**src/rtl/avm_arb2.sv**
```systemverilog
// Two-requester round-robin Avalon-MM arbiter with a per-transfer grant and a stall watchdog.
// The granted requester is wired straight through to the shared slave port.
module avm_arb2 #(
  parameter int unsigned            ADDR_W       = 32,
  parameter int unsigned            DATA_W       = 32,
  parameter int unsigned            TIMEOUT      = 1024,
  parameter logic [DATA_W-1:0]      TIMEOUT_DATA = 32'hDEAD_BEEF
) (
  input  logic                  clk_clk,
  input  logic                  reset_reset_n,
  input  logic                  s0_cs,
  input  logic                  s0_read,
  input  logic                  s0_write,
  input  logic [ADDR_W-1:0]     s0_address,
  input  logic [DATA_W-1:0]     s0_writedata,
  input  logic [DATA_W/8-1:0]   s0_byteenable,
  output logic                  s0_waitrequest,
  output logic [DATA_W-1:0]     s0_readdata,
  input  logic                  s1_cs,
  input  logic                  s1_read,
  input  logic                  s1_write,
  input  logic [ADDR_W-1:0]     s1_address,
  input  logic [DATA_W-1:0]     s1_writedata,
  input  logic [DATA_W/8-1:0]   s1_byteenable,
  output logic                  s1_waitrequest,
  output logic [DATA_W-1:0]     s1_readdata,
  output logic                  m_cs,
  output logic                  m_read,
  output logic                  m_write,
  output logic [ADDR_W-1:0]     m_address,
  output logic [DATA_W-1:0]     m_writedata,
  output logic [DATA_W/8-1:0]   m_byteenable,
  input  logic                  m_waitrequest,
  input  logic [DATA_W-1:0]     m_readdata,
  output logic                  timeout_o
);

  localparam int unsigned CNT_W = (TIMEOUT > 1) ? $clog2(TIMEOUT) : 1;
  localparam int unsigned TLAST = (TIMEOUT == 0) ? 0 : TIMEOUT - 1;
  localparam logic [CNT_W-1:0] CNT_LAST = TLAST[CNT_W-1:0];
  localparam logic WD_EN = (TIMEOUT != 0);

  typedef enum logic [1:0] {IDLE, GNT0, GNT1} state_e;

  state_e           state_q, state_d;
  logic             last_gnt_q, last_gnt_d;
  logic [CNT_W-1:0] cnt_q, cnt_d;

  logic req0, req1, sel_req, tmo;

  always_comb begin
    req0    = s0_cs & (s0_read | s0_write);
    req1    = s1_cs & (s1_read | s1_write);
    sel_req = (state_q == GNT1) ? req1 : req0;
    tmo     = WD_EN && (state_q != IDLE) && sel_req && m_waitrequest && (cnt_q == CNT_LAST);
  end

  // Datapath: pure steering; a watchdog cycle masks the strobes and fakes completion.
  always_comb begin
    m_cs           = 1'b0;
    m_read         = 1'b0;
    m_write        = 1'b0;
    m_address      = '0;
    m_writedata    = '0;
    m_byteenable   = '0;
    s0_waitrequest = 1'b1;
    s1_waitrequest = 1'b1;
    s0_readdata    = '0;
    s1_readdata    = '0;
    timeout_o      = tmo;
    case (state_q)
      GNT0: begin
        m_cs           = s0_cs & ~tmo;
        m_read         = s0_read & ~tmo;
        m_write        = s0_write & ~tmo;
        m_address      = s0_address;
        m_writedata    = s0_writedata;
        m_byteenable   = s0_byteenable;
        s0_waitrequest = m_waitrequest & ~tmo;
        s0_readdata    = tmo ? TIMEOUT_DATA : m_readdata;
      end
      GNT1: begin
        m_cs           = s1_cs & ~tmo;
        m_read         = s1_read & ~tmo;
        m_write        = s1_write & ~tmo;
        m_address      = s1_address;
        m_writedata    = s1_writedata;
        m_byteenable   = s1_byteenable;
        s1_waitrequest = m_waitrequest & ~tmo;
        s1_readdata    = tmo ? TIMEOUT_DATA : m_readdata;
      end
      default: ;
    endcase
  end

  always_comb begin
    state_d    = state_q;
    last_gnt_d = last_gnt_q;
    cnt_d      = '0;
    case (state_q)
      IDLE: begin
        // On a tie, the requester that did not complete last wins.
        if (req0 && (!req1 || last_gnt_q)) state_d = GNT0;
        else if (req1)                     state_d = GNT1;
      end
      GNT0, GNT1: begin
        if (!sel_req) begin
          state_d = IDLE;
        end else if (!m_waitrequest || tmo) begin
          state_d    = IDLE;
          last_gnt_d = (state_q == GNT1);
        end else if (WD_EN) begin
          cnt_d = cnt_q + CNT_W'(1);
        end
      end
      default: state_d = IDLE;
    endcase
  end

  always_ff @(posedge clk_clk or negedge reset_reset_n) begin
    if (!reset_reset_n) begin
      state_q    <= IDLE;
      last_gnt_q <= 1'b1;
      cnt_q      <= '0;
    end else begin
      state_q    <= state_d;
      last_gnt_q <= last_gnt_d;
      cnt_q      <= cnt_d;
    end
  end

endmodule

```
**config.mk**
```make
export PLATFORM = sky130hd
export DESIGN_NAME = avm_arb2
export DESIGN_NICKNAME = d
export VERILOG_FILES = /design/src/rtl/avm_arb2.sv
export SDC_FILE = /design/constraint.sdc
export NUM_CORES = 1
export LEC_CHECK = 0
export CAP_MARGIN = 0
export CORE_AREA = 2 2 121 123
export CTS_CLUSTER_DIAMETER = 50
export DETAILED_ROUTE_END_ITERATION = 6
export DIE_AREA = 0 0 123 125
export SLEW_MARGIN = 20
export SYNTH_ARGS = -nofsm -noshare
export SYNTH_HDL_FRONTEND = slang
export SYNTH_SLANG_ARGS = --single-unit
```
**constraint.sdc**
```tcl
create_clock -name clk_clk -period 2.3 [get_ports clk_clk]
set_input_delay 0.46 -clock clk_clk [delete_from_list [all_inputs] [get_ports clk_clk]]
set_output_delay 0.46 -clock clk_clk [all_outputs]
set_load 0.01 [all_outputs]
```
==> notes.md <==
Results of the implementation run.

The flow ran to the end, but the final reports show violations. The final reports fail on negative setup slack. The area of all placed cells without fillers came out at 6350 sq um. Summed over all nets, wire length on met3 after detailed routing comes to 1080 microns. The post-synthesis sequential area ratio came out at ~14%. The standard cell core area came out at 14,200 sq um. The mux cell area share after synthesis came out at 2.94%. The placed instance count came out at 818.

The leakage power figure is 2.80 nW. The share of power burned in the clock network came out at approximately 6.0%. The number of hold violations in the final report came out at 0.

Grouping stages by cell kind, the critical path spends the most delay in buffers and inverters. Setup violations remaining at the end of the flow were counted as 65. Clock latency on the worst-skew pair, taken at its later pin, is 0.25 ns.

TritonCTS reports the number of clock sinks as 13. The total count of max-transition violations in the final report came out at 0. The portion of total power attributed to combinational logic came out at 89.0%. The final timing report gives a worst setup slack of -0.118 ns.

The sum of negative setup slack came out at -4.14 ns. Of the available clock period, the critical path in the final layout requires 105%. The number of global-route vias before repair was 3,867. The initial antenna violation count came out at 1. The share of total power consumed by net switching came out at 43.3%.

The timing report notes that buffer and inverter cells on the critical path total 5. The global router reports that the layer with the highest usage is met2. Counting along the longest clock path gives a buffer depth of 2. The pre-CTS worst setup slack came out at -0.624 ns. The combinational logic power came out at between 4 and 5 mW. The total DRC errors in the routed layout came out at 0. The number of search-and-repair iterations in the first detailed-routing pass is 4.
Fig. 1: metal 1
Cells faint in the background.
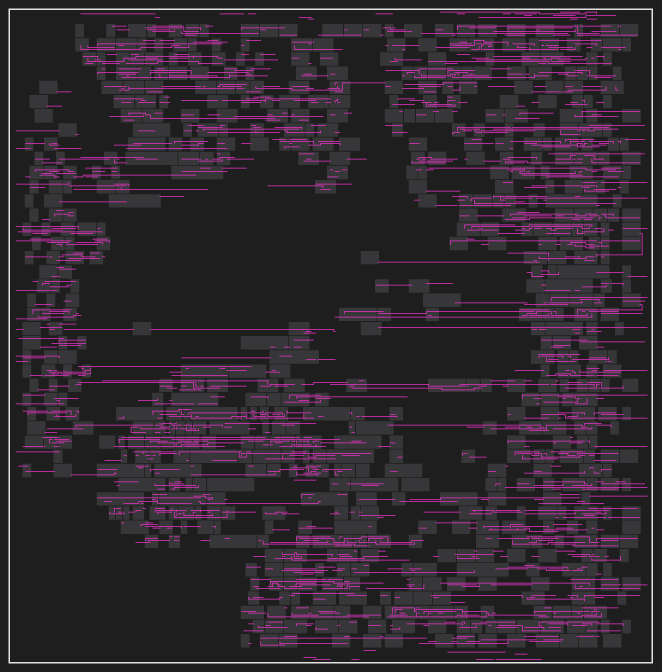
main direction: horizontal
longest straight run: 51.5 microns
nets with wire on the layer: 719
wire length on this layer: 5,900 microns
share of all routed wire: 39%

Fig. 2: the metal 2 layer
Bar = 20 microns.
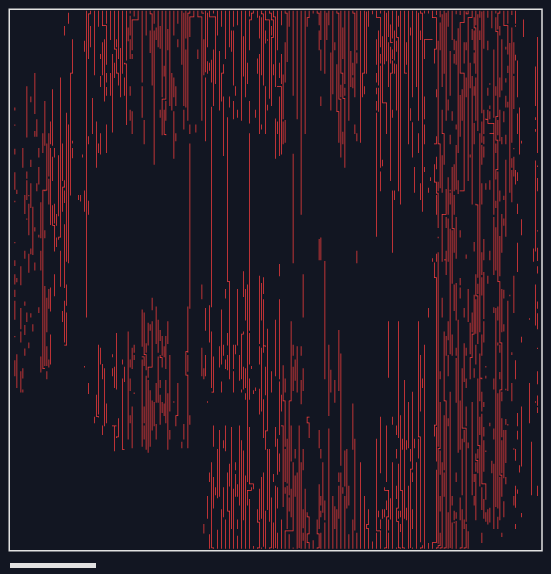
longest straight run: 70.9 microns
main direction: vertical
nets with wire on the layer: 719
share of all routed wire: 52%
wire length on this layer: 7,750 microns

Fig. 3: met3 routing
Bar = 20 microns.
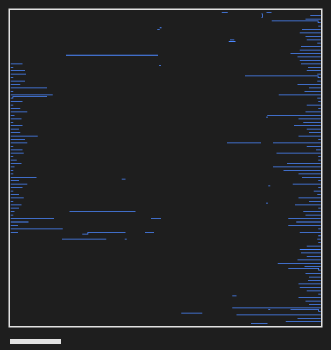
wire length on this layer: 1,080 microns
longest straight run: 36.1 microns
main direction: horizontal
nets with wire on the layer: 152

Power figures rest on the tool's default switching activity, not on a simulated workload.
